<file path="src/rtl/bcd_alu_arbiter.sv">
// bcd_alu_arbiter: round-robin front end that shares one combinational BCD ALU
// between two requesters. A winning request is latched onto the ALU inputs.
// The ALU is given ALU_LAT cycles to settle. The result is then returned to
// the granted port over a valid/ready response channel.
module bcd_alu_arbiter #(
  parameter int ALU_LAT = 1
) (
  input  logic        clk,
  input  logic        rst_n,
  input  logic        req_valid0,
  input  logic [1:0]  req_op0,
  input  logic [15:0] req_a0,
  input  logic [15:0] req_b0,
  output logic        req_ready0,
  output logic        rsp_valid0,
  output logic [15:0] rsp_data0,
  output logic        rsp_err0,
  input  logic        rsp_ready0,
  input  logic        req_valid1,
  input  logic [1:0]  req_op1,
  input  logic [15:0] req_a1,
  input  logic [15:0] req_b1,
  output logic        req_ready1,
  output logic        rsp_valid1,
  output logic [15:0] rsp_data1,
  output logic        rsp_err1,
  input  logic        rsp_ready1,
  output logic [1:0]  alu_op,
  output logic [15:0] alu_a,
  output logic [15:0] alu_b,
  input  logic [15:0] alu_c,
  output logic        busy,
  output logic        grant_id
);

  localparam int CW = (ALU_LAT > 1) ? $clog2(ALU_LAT) : 1;

  typedef enum logic [1:0] {IDLE = 2'd0, EXEC = 2'd1, RESP = 2'd2} state_t;

  state_t            r_state, w_next;
  logic              r_gnt;          // doubles as the round-robin pointer
  logic [CW-1:0]     r_cnt;
  logic [1:0]        r_op;
  logic [15:0]       r_a, r_b;
  logic [1:0]        r_rsp_valid, r_rsp_err;
  logic [1:0][15:0]  r_rsp_data;

  logic [1:0]        w_req_valid, w_req_ready, w_rsp_ready;
  logic              w_win, w_accept, w_done, w_rsp_hs;

  assign w_req_valid = {req_valid1, req_valid0};
  assign w_rsp_ready = {rsp_ready1, rsp_ready0};
  // On a tie the port that did not own the last operation wins.
  assign w_win    = (&w_req_valid) ? ~r_gnt : req_valid1;
  assign w_accept = (r_state == IDLE) && (|w_req_valid);
  assign w_done   = (r_state == EXEC) && (r_cnt == '0);
  assign w_rsp_hs = (r_state == RESP) && w_rsp_ready[r_gnt];

  // State register
  always_ff @(posedge clk or negedge rst_n) begin
    if (!rst_n) r_state <= IDLE;
    else        r_state <= w_next;
  end

  // Next-state logic
  always_comb begin
    w_next = r_state;
    case (r_state)
      IDLE:    if (w_accept) w_next = EXEC;
      EXEC:    if (w_done)   w_next = RESP;
      RESP:    if (w_rsp_hs) w_next = IDLE;
      default: w_next = IDLE;
    endcase
  end

  // Outputs decoded from state: request ready goes only to the IDLE winner
  always_comb begin
    w_req_ready = '0;
    if (w_accept) w_req_ready[w_win] = 1'b1;
    busy = (r_state != IDLE);
  end

  // Operand latch, settle counter and per-port response registers
  always_ff @(posedge clk or negedge rst_n) begin
    if (!rst_n) begin
      r_gnt       <= 1'b1;
      r_cnt       <= '0;
      r_op        <= '0;
      r_a         <= '0;
      r_b         <= '0;
      r_rsp_valid <= '0;
      r_rsp_err   <= '0;
      r_rsp_data  <= '0;
    end else begin
      if (w_accept) begin
        r_gnt <= w_win;
        r_cnt <= CW'(ALU_LAT - 1);
        r_op  <= w_win ? req_op1 : req_op0;
        r_a   <= w_win ? req_a1  : req_a0;
        r_b   <= w_win ? req_b1  : req_b0;
      end
      if (r_state == EXEC && r_cnt != '0) r_cnt <= r_cnt - 1'b1;
      if (w_done) begin
        r_rsp_data[r_gnt]  <= alu_c;
        r_rsp_err[r_gnt]   <= (alu_c == 16'hCCCC);
        r_rsp_valid[r_gnt] <= 1'b1;
      end
      if (w_rsp_hs) r_rsp_valid[r_gnt] <= 1'b0;
    end
  end

  assign req_ready0 = w_req_ready[0];
  assign req_ready1 = w_req_ready[1];
  assign rsp_valid0 = r_rsp_valid[0];
  assign rsp_valid1 = r_rsp_valid[1];
  assign rsp_data0  = r_rsp_data[0];
  assign rsp_data1  = r_rsp_data[1];
  assign rsp_err0   = r_rsp_err[0];
  assign rsp_err1   = r_rsp_err[1];
  assign alu_op     = r_op;
  assign alu_a      = r_a;
  assign alu_b      = r_b;
  assign grant_id   = r_gnt;

endmodule
</file>
<file path="config.mk">
export PLATFORM = sky130hd
export DESIGN_NAME = bcd_alu_arbiter
export DESIGN_NICKNAME = d
export VERILOG_FILES = /design/src/rtl/bcd_alu_arbiter.sv
export SDC_FILE = /design/constraint.sdc
export NUM_CORES = 1
export LEC_CHECK = 0
export CELL_PAD_IN_SITES_DETAIL_PLACEMENT = 0
export CELL_PAD_IN_SITES_GLOBAL_PLACEMENT = 1
export CORE_MARGIN = 3
export CORE_UTILIZATION = 25
export CTS_CLUSTER_DIAMETER = 200
export DETAILED_ROUTE_END_ITERATION = 12
export GPL_ROUTABILITY_DRIVEN = 0
export GPL_TIMING_DRIVEN = 0
export MAX_ROUTING_LAYER = met4
export PLACE_DENSITY = 0.72
export SLEW_MARGIN = 20
export SYNTH_ARGS = -nofsm -noshare
export SYNTH_HDL_FRONTEND = slang
export SYNTH_SLANG_ARGS = --single-unit
</file>
<file path="constraint.sdc">
create_clock -name clk -period 2.3 [get_ports clk]
set_input_delay 0.46 -clock clk [delete_from_list [all_inputs] [get_ports clk]]
set_output_delay 0.46 -clock clk [all_outputs]
set_load 0.02 [all_outputs]
</file>
Fig. 1: run 1, cells by drive strength
Bar = 50 um.
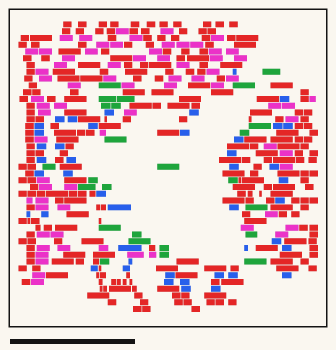
_6 and larger -> green  # cells 25, most used buf_6
_2 cells -> blue  # cells 44, most used mux2_2
_0 and _1 cells -> red  # cells 263, most used clkdlybuf4s50_1
_3 and _4 cells -> magenta  # cells 72, most used mux2_4
worst setup margin: 0.119 ns
cell area after layout: 5810 um^2
area growth from synthesis to layout: 59.2%
number of non-clock buffers in the layout: 179

Fig. 2: run 1, cell outlines without signal wires
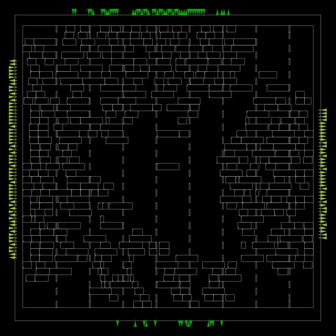
num rows: 43
register fraction of the total cell area: 0.319
utilization after layout: 0.412
well-tap cell count: 180
Filler Cell Count: 1345

Fig. 3: run 1, pin placement
Bar = 50 um. Pins as bars across the die edge, other pins in gray.
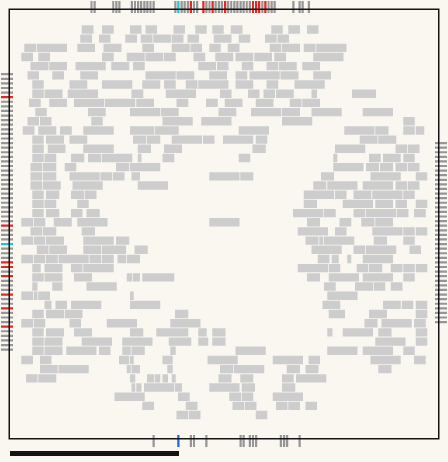
`alu_op` -> cyan  # pins 2, direction output, edge 1 left, 1 top
`rsp_ready0` -> blue  # pins 1, direction input, edge bottom
`req_a0` -> red  # pins 16, direction input, edge 8 top, 8 left
all pins by edge = 61 left, 49 top, 40 right, 14 bottom
die height: 127 um
floorplan die width: 127 um
count of input and output buffers: 163

==> writeup.txt, run 1 <==
The routed design could run at a clock period as short as 2.18 ns. The combinational share of cell area works out to 0.277. OpenSTA lists the critical path startpoint as r_state[1].

Sequential standard cell area: 1850 um^2. The run gives 0.459 GHz as the timing-limited maximum frequency. Setup total negative slack on the finished layout was measured at 0 ns. Per the post-route antenna check, the number of violating nets is 0. The clock power share came out at 0.159.

There are 74 flip-flops and latches. A synthesized cell averages 16.4 um^2. Critical path start-end classification: reg2out.

The report lists the cells along the critical path as nor2_4 > o21a_1 > buf_6 > buf_12 > nor2b_2 > buf_4. For the vias after detailed routing, the log shows 2490. The effective utilization at floorplan was 0.259; the count of flip-flops with a built-in enable after synthesis was 0. The run gives 6 for the count of cell instances traversed by the critical path.

The overall track demand over capacity in global routing is 0.114. After layout, the design draws a total of 0.00795 W. The capture point of the worst path was req_ready0. In the finished layout, the clock tree contains a buffer count of 13. The final critical-path share of the clock period came out at 0.948.

By count the netlist is led by sky130_fd_sc_hd__dfrtp_1 (73), sky130_fd_sc_hd__mux2_4 (66), sky130_fd_sc_hd__mux2_2 (34). In the final report, the number of hold violations comes to 0. TritonCTS reports the number of clock sinks as 74. For this design the total switching power over the nets is 0.00270 W. Per STA, the highest per-stage delay on the worst path measures 0.47 ns.

The final antenna diode tally reported by the flow is 0. Of all nets on the critical path, the largest fanout is 10. According to the timing report, the arrival time at the worst endpoint equals 1.72 ns.

The fraction of synthesized cell area taken by the top area cell type came out at 0.501. The synthesized design spends more area on one cell type than any other, namely sky130_fd_sc_hd__dfrtp_1. Hold timing on the final database bottoms out at a slack of 0.108 ns.

The number of cells reported by Yosys stat comes to 223. TritonCTS built the clock tree. The top cell family by delay on the critical path is flip-flops. The tools report the combined area of the multi-input logic cells as 1610 um^2. The run gives 3650 um^2 as the mapped cell area.

The tools report the largest net degree at the start of global routing as 39. STA classifies the critical path startpoint as a flop. Wires add up to 8990 um.

The commonest register cell is sky130_fd_sc_hd__dfrtp_1. The run gives 3 for the number of buffers and inverters on the critical path. The net count after synthesis is 313. Internal reg-to-reg setup slack: 0.43 ns. Per the final report, max-transition violations number 0. The run finished with clean final reports. Depth of the worst register-to-register path: 7. Combinational power for this build is 0.00436 W. The fraction of area in clock buffers and inverters was 0.0457; the area of the chip was 16100 um^2. The switching share of total power is 0.339.

The run gives 0.508 as the register area share after synthesis. Via count of the first global-routing pass: 2681. The tools report the number of setup violations in the final report as 0.

With the design internal power at 0.00525 W, the combinational fraction of design power is 0.548. The tools report the insertion delay at the late pin of the worst-skew pair as 0.33 ns. The tools report the initial antenna violation count as 0. The report counts max-capacitance violations totalling 0.

With the max-slew headroom at the worst pin at 0.659, the data required time at the worst endpoint is 1.84 ns. According to the dpl log, the detail-placed design has an HPWL of 6890 um. For the count of warnings emitted by yosys, the log shows 0. The synthesized instance count is 223. In this run, distinct cell masters in the synthesized netlist total 28. The part of the power in registers came out at 0.293. The pin closest to its max-slew limit shows a slew of 0.512 ns. The multi-input combinational cell count is 130. In the final design database the tool counted 489 nets. The min-delay analysis places its worst path in the category in2async.

After clock tree synthesis, the clock-pin slew on the worst setup and hold paths is 0.06 ns. The via density per instance works out to 4.26. For this sky-water flow run, the detailed-routed wirelength per cell is reported as 15.4 um. The critical register-to-register path startpoint was grant_id.

The first global-routing pass estimated 13900 um of wire. In this run, post-CTS hold repair placed 0 buffers. The post-route DRC violation count is 0, and the power density over cell area is 1370 nW/um^2. The endpoint identified for the worst register-to-register timing path is alu_b[5]. With the fraction of final layout cells with drive strength greater than 1 at 0.349, the power attributed to sequential cells is 0.00233 W. The async set or reset register ratio after synthesis works out to 1.00. For the first-iteration detailed-routing DRC count, the log shows 63. The remaining global-route overflow is 0, and the count of warning messages emitted by the tools is 26. The cell with the biggest individual delay on the critical path is sky130_fd_sc_hd__dfrtp_2.
## run 1: sequential cells by signal, summed over array words and instances, names as in the netlist, named ones only
register   flops
alu_a         16
alu_b         16
alu_op         2
grant_id       1
r_cnt          1
r_rsp_err      2
r_state        2
rsp_data0     16
rsp_data1     16
## run 1: layout by cell type, fill, tap and decap left out, types with 2 or more instances in the layout
cell type,n
sky130_fd_sc_hd__clkdlybuf4s50_1,160
sky130_fd_sc_hd__inv_1,5
sky130_fd_sc_hd__buf_6,10
sky130_fd_sc_hd__nor4bb_1,4
sky130_fd_sc_hd__dfrtp_1,72
sky130_fd_sc_hd__clkinv_2,3
sky130_fd_sc_hd__a31o_2,2
sky130_fd_sc_hd__a21oi_1,2
sky130_fd_sc_hd__mux2_2,34
sky130_fd_sc_hd__clkbuf_16,9
sky130_fd_sc_hd__o21ai_0,4
sky130_fd_sc_hd__mux2_4,66
sky130_fd_sc_hd__mux2i_1,2
sky130_fd_sc_hd__buf_4,3
sky130_fd_sc_hd__clkbuf_1,3
sky130_fd_sc_hd__a31oi_1,2
sky130_fd_sc_hd__buf_12,4
sky130_fd_sc_hd__nand2_1,2
## run 1: kinds of logic (layout without fill, tap and decap cells)
logic type,count (synthesis),after routing,share of synthesized area
muxes,102,102,0.382
DFF,74,74,0.508
buffers and inverters,19,200,0.0532
and+or+nand+nor,15,15,0.0333
AOI/OAI and AO/OA,13,13,0.0237
## run 1: per-layer routing
layer  track usage  share of wire  up-vias
li1              -              -     1157
met1         0.142           0.44     1212
met5             -              0        -
met3        0.0341          0.077       10
met2         0.172           0.47      111
met4        0.0511          0.015        0
## run 1: repair_timing
item | CTS | global route
endpoints found under the hold margin | 0 | 0
setup buffers | 1 | 0
resized | 11 | 4
setup endpoints to repair | 2 | 2
==> run 2: changes to the inputs <==
--- a/config.mk
+++ b/config.mk
@@ -5,16 +5,15 @@
 export SDC_FILE = /design/constraint.sdc
 export NUM_CORES = 1
 export LEC_CHECK = 0
-export CELL_PAD_IN_SITES_DETAIL_PLACEMENT = 0
-export CELL_PAD_IN_SITES_GLOBAL_PLACEMENT = 1
 export CORE_MARGIN = 3
 export CORE_UTILIZATION = 25
 export CTS_CLUSTER_DIAMETER = 200
 export DETAILED_ROUTE_END_ITERATION = 12
+export DONT_BUFFER_PORTS = 1
 export GPL_ROUTABILITY_DRIVEN = 0
 export GPL_TIMING_DRIVEN = 0
 export MAX_ROUTING_LAYER = met4
-export PLACE_DENSITY = 0.72
+export PLACE_DENSITY = 0.46
 export SLEW_MARGIN = 20
 export SYNTH_ARGS = -nofsm -noshare
 export SYNTH_HDL_FRONTEND = slang
==> constraint.sdc (replaced) <==
create_clock -name clk -period 2.7 [get_ports clk]
set_input_delay 0.54 -clock clk [delete_from_list [all_inputs] [get_ports clk]]
set_output_delay 0.54 -clock clk [all_outputs]
set_load 0.02 [all_outputs]
Fig. 4: run 2, pin placement
Bar = 50 um. Pins as bars across the die edge, other pins in gray.
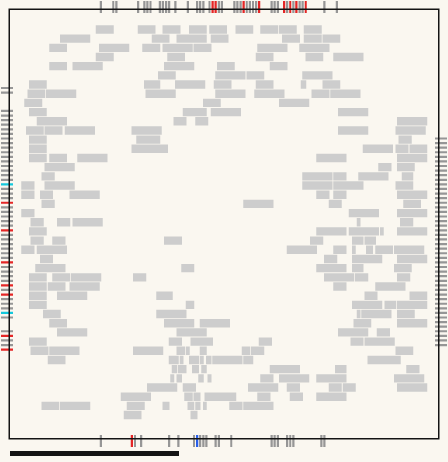
`rsp_ready0` -> blue  # pins 1, direction input, edge bottom
`req_a0` -> red  # pins 16, direction input, edge 8 top, 7 left, 1 bottom
`alu_op` -> cyan  # pins 2, direction output, edge left
count of input and output buffers: 0

==> writeup.txt, run 2 <==
Per the cell usage report, the commonest logic cells after layout are sky130_fd_sc_hd__dfrtp_1 (73), sky130_fd_sc_hd__mux2_4 (66), sky130_fd_sc_hd__mux2_2 (34). The overall track demand over capacity in global routing is 0.0992, and the max-slew violation count is 0. Async set or reset register ratio after synthesis: 1.00. The mapped cell area is 3650 um^2. The fraction of final layout cells with drive strength greater than 1 is 0.563. The final count of hold timing violations was 0.

Setup slack on the worst reg-to-reg path comes out at 0.87 ns. After routing the design area is 4200 um^2. The terminus of the critical flop-to-flop path is alu_a[1]. The floorplan die width works out to 127 um. The effective utilization at floorplan is 0.259. Synthesis produced a netlist with a net count of 313. The number of clock sinks seen by CTS came out at 74. Fraction of synthesized cell area taken by the top area cell type: 0.501. The number of antenna diodes in the final layout is 0. The global route stage reports its total congestion overflow as 0.

The critical path starts at r_state[1]. The cell with the biggest individual delay on the critical path is sky130_fd_sc_hd__dfrtp_1. For the final setup TNS, the log shows 0 ns.

For the worst reg-to-reg path, the startpoint reported by OpenROAD is grant_id. With the initial antenna violation count at 0, the die outline height is 127 um. The cell family contributing the most delay on the critical path is simple AND/OR/NAND/NOR gates. Logic depth along the worst register-to-register path is recorded as 6.

The tools report the via count of the first global-routing pass as 2044. The vias after detailed routing was 1887. The most used routing layer in global routing is met2. Setup violations remaining at the end of the flow were counted as 0.

With the via density per instance at 4.49, the count of warning messages emitted by the tools is 26. The number of maximum-capacitance violations recorded for the run is 0. The timing report lists the critical path depth as 5 cells. The run gives 0.143 as the fraction of met2 tracks used by global routing.

The longest incremental delay of any stage on the critical path is reported as 0.45 ns. The synthesized instance count is 223. First-iteration detailed-routing DRC count: 108. Checking hold timing, the worst path is listed with class in2async.

Counting both buffers and inverters, the worst setup path holds a total of 2. The tools report the area of the chip as 16100 um^2. Final critical-path share of the clock period: 0.921. The run gives 0 for the count of warnings emitted by yosys. Entering global routing, the biggest net connects 74 pins. TritonCTS built the clock tree. For the post-layout net count, the log shows 325. With the met3 track demand over resource in global routing at 0.0383, the post-synthesis area per instance is 16.4 um^2. The post-detailed-placement half-perimeter wirelength was 5550 um. The run finished with clean final reports. The run gives 0.125 as the met1 usage in global routing. Yosys reports that the most numerous cell types are sky130_fd_sc_hd__dfrtp_1 (73), sky130_fd_sc_hd__mux2_4 (66), sky130_fd_sc_hd__mux2_2 (34).

The max-slew headroom at the worst pin was 0.738; the clock-pin slew on the worst setup and hold paths was 0.06 ns. The OpenROAD report gives the critical path a required time of 2.16 ns. Compared with the post-synthesis result, the final layout area differs by 15.1%.

With the final period demand of the worst path at 2.49 ns, the count of flip-flops with a built-in enable after synthesis is 0. Per the timing report, the biggest fanout along the worst path comes to 10. At the pin with the least slew margin, the transition time is 0.388 ns.
-- run 2: cell counts after synthesis --
No cell type changed its count.
-- run 2: routing by layer --
| metal | up-vias | part of all wire |
|---|---|---|
| met2 | 114 | 0.46 |
| li1 | 828 | - |
| met3 | 8 | 0.094 |
| met4 | 0 | 0.012 |
| met1 | 937 | 0.44 |
| met5 | - | 0 |
-- run 2: power breakdown --
| group | switching (W) | total (W) | internal [W] |
|---|---|---|---|
| Sequential | 0.00109 | 0.00276 | 0.00167 |
| Clock | 0.000441 | 0.00121 | 0.000765 |
| Combinational | 0.000599 | 0.00173 | 0.00113 |
-- run 2: metrics by stage --
| step | worst slack, ns | total power [W] | hold slack, ns | instances |
|---|---|---|---|---|
| detailed placement | 0.520 | 0.00452 | 0.246 | 403 |
| global route | 0.0749 | 0.00601 | 0.0173 | 420 |
| floorplan | 0.734 | 0.00416 | 0.244 | 223 |
| finish | 0.212 | 0.00569 | 0.0423 | 420 |
| global placement | 0.526 | 0.00450 | 0.246 | 403 |
| CTS | 0.144 | 0.00580 | 0.0198 | 420 |
-- run 2: area by class of cell --
cell class | instances | area [um^2]
fillers | 1430 | 9900
flip-flops and latches | 74 | 1850
multi-input cells | 130 | 1600
clock buffers | 14 | 264
well taps | 180 | 225
plain buffers | 14 | 175
clock inverters | 2 | 35.0
repair buffers | 1 | 27.5
inverters | 5 | 18.8
-- run 2: cell families after synthesis --
logic type	synth area share
AOI/OAI and AO/OA	0.0237
buffers and inverters	0.0532
muxes	0.382
DFF	0.508
and+or+nand+nor	0.0333
-- run 2: what timing repair did --
item,in CTS,in global routing
setup endpoints to repair,0,0
hold endpoints to repair,73,0
hold buffers,1,0
setup buffers,0,0
==> run 3: changes to the inputs <==
--- a/config.mk
+++ b/config.mk
@@ -5,6 +5,7 @@
 export SDC_FILE = /design/constraint.sdc
 export NUM_CORES = 1
 export LEC_CHECK = 0
+export CORE_ASPECT_RATIO = 0.8
 export CORE_MARGIN = 3
 export CORE_UTILIZATION = 25
 export CTS_CLUSTER_DIAMETER = 200
Fig. 5: run 3, routed metal, one color a layer
Bar = 50 um.
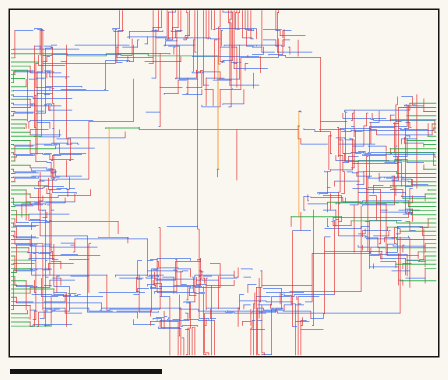
metal 4 -> orange  # wire length 108 um
metal 3 -> green  # wire length 795 um
metal 2 -> red  # wire length 3220 um
metal 1 -> blue  # wire length 3380 um
total track usage: 0.0962
final routed wirelength across all metal layers: 7510 um

==> writeup.txt, run 3 <==
According to the finish report, the design has a final net count of 325. Yosys stat counts 223 cells in the synthesized netlist. The met3 track demand over resource in global routing is 0.0501, and the floorplan die width is 141 um.

The library cells used most frequently in the layout, excluding fill and tap cells, are sky130_fd_sc_hd__dfrtp_1 (73), sky130_fd_sc_hd__mux2_4 (66), sky130_fd_sc_hd__mux2_2 (34). The number of antenna repair diodes was 0. Placement row count: 38. Largest fanout of any net on the critical path: 10. The run finished with clean final reports.

The run gives 0 as the max-slew violation count. Per the layout report, the design carries 1395 filler cells. The number of clock sinks seen by CTS is 74, and the internal reg-to-reg setup slack is 0.89 ns. The tools report the fraction of met2 tracks used by global routing as 0.133.

The combinational fraction of design power was 0.308; the vias after detailed routing was 1878. The run gives 0.45 ns for the delay contributed by the slowest stage of the critical path. The tools report the post-detailed-placement half-perimeter wirelength as 5490 um.

The run gives 0 as the final antenna-violating net count. The final setup TNS is 0 ns, and the initial antenna violation count is 0. The clock power share came out at 0.199.

Counting the inverters off the clock network in the layout gives 5. The worst register-to-register path ends at alu_a[9]. The effective utilization at floorplan is 0.262, and the met1 wire length is 3380 um. The tools report the signal arrival time at the worst endpoint as 1.93 ns. The run gives 2092 as the via count of the first global-routing pass.

The async set or reset register ratio after synthesis was 1.00. The report lists the cells along the critical path as nor2_2 > o21a_1 > buf_4 > buf_6 > nor2b_1. The count of buffers inserted at the top-level ports came out at 0.

The classification of the worst-slack hold path was in2async. The final report lists the setup-violating endpoint count as 0. The floorplan net count is 313, and the max-slew headroom at the worst pin is 0.684. With the post-route DRC violation count at 0, the number of ordinary and repair buffers in the finished layout is 15. The first global-routing pass estimated 11600 um of wire. The number of buffers and inverters on the critical path was 2; the first-iteration detailed-routing DRC count was 52. The run gives 0.573 for the fraction of final layout cells with drive strength greater than 1. The die outline height came out at 114 um. Setup repair after global routing left no endpoint under its margin.

Synthesis produced 223 cells. The combined area of the multi-input logic cells was 1600 um^2. Cell group occupying the most layout area: flip-flops and latches. The final-layout non-clock buffer area share is 0.0485, and the timing-limited maximum frequency is 0.405 GHz. Cell internal power was estimated by the tool at 0.00346 W.

Detailed routing placed a total of 3220 um of wire on met2. The tools report the met1 usage in global routing as 0.122. The most used routing layer in global routing is met2. The top cell family by delay on the critical path is simple AND/OR/NAND/NOR gates.

Yosys reports that the most numerous cell types are sky130_fd_sc_hd__dfrtp_1 (73), sky130_fd_sc_hd__mux2_4 (66), sky130_fd_sc_hd__mux2_2 (34). For this run, the leading register cell type out of synthesis is sky130_fd_sc_hd__dfrtp_1. Clock-pin slew was measured on the worst setup and hold paths at 0.06 ns.

For this floorplan the total number of well-tap instances is 180. The run gives 0.493 for the part of the power in registers. The routed design shows a wire length per standard cell of 17.9 um. The count of warning messages emitted by the tools is 26.

The final count of hold timing violations was 0. The worst path needs 2.47 ns of the cycle, external delays included. For the area of the chip, the log shows 16100 um^2.

The sequential standard cell area was 1850 um^2. The register share of the cell area was 0.443. The run gives 0.508 for the register area share after synthesis.

The required time at the worst endpoint is listed as 2.16 ns. The finished cells cover 4180 um^2. The count of cell instances traversed by the critical path is 5. Switching share of total power: 0.380. The mapped cell area came out at 3650 um^2. With the clock tree buffer count of the final layout at 11, the signed area change from the synthesized netlist to the final layout is 14.6%.

The leading cell type in the layout, fill and taps excluded was sky130_fd_sc_hd__dfrtp_1. The fraction of synthesized cell area taken by the top area cell type is 0.501. Looking at the critical path, the single cell with the biggest stage delay is sky130_fd_sc_hd__dfrtp_1. With the combinational share of cell area at 0.383, the met3 wirelength from detailed routing is 794 um. The run gives 28 as the distinct cell type count of the synthesized netlist. The run gives 6 for the depth of the worst register-to-register path.

The net switching power was 0.00212 W. Total power normalized to cell area comes to 1340 nW/um^2. TritonCTS built the clock tree. Critical register-to-register path startpoint: grant_id. The critical path start-end classification was reg2out. Cell taking the most area after synthesis: sky130_fd_sc_hd__dfrtp_1.

The type of origin of the critical path is a flop. Summed over all layers, the global routing overflow is 0. The launch point of the critical path was reported as r_state[1].
==> run 3: cell count changes in the layout (fill, tap and decap cells not counted), sizes merged <==
cell and change:
bufinv -1, clkbuf -3, clkinv +1, clkinvlp +1, inv +1
==> run 3: power groups by stage <==
stage / clock network [W] / registers [W] / logic (W)
final: 0.00111 / 0.00275 / 0.00172
after global routing: 0.00121 / 0.00284 / 0.00186
after CTS: 0.00116 / 0.00277 / 0.00176
after detailed placement: 0 / 0.00277 / 0.00173
after global placement: 0 / 0.00280 / 0.00170
after floorplan: 0 / 0.00262 / 0.00154
==> run 3: kinds of logic (layout without fill, tap and decap cells) <==
logic type,after synthesis,in the layout,synth area share
and+or+nand+nor,15,15,0.0333
buffers and inverters,19,35,0.0532
AOI/OAI and AO/OA,13,13,0.0237
DFF,74,74,0.508
muxes,102,102,0.382
==> run 3: stage by stage <==
step	total power (W)	hold slack, ns	worst slack [ns]	cells
2_1_floorplan	0.00416	0.244	0.734	223
3_3_place_gp	0.00450	0.246	0.565	403
3_5_place_dp	0.00451	0.246	0.567	403
4_1_cts	0.00569	0.0341	0.201	419
5_1_grt	0.00590	0.0277	0.0721	419
6_report	0.00559	0.0533	0.229	419
==> run 3: worst register-to-register path: cells and delay by family, from the launching register on <==
family | cells | cell delay [ns]
multiplexers | 2 | 0.56
AND-OR/OR-AND | 1 | 0.06
flip-flops | 1 | 0.60
buffers and inverters | 3 | 0.47
==> run 3: repair_timing <==
| item | CTS | global route |
|---|---|---|
| endpoints found under the hold margin | 73 | 0 |
| endpoints found under the setup margin | 0 | 0 |
| resized | 0 | 0 |
| hold buffers | 1 | 0 |
Power and IR drop assume default switching activity.
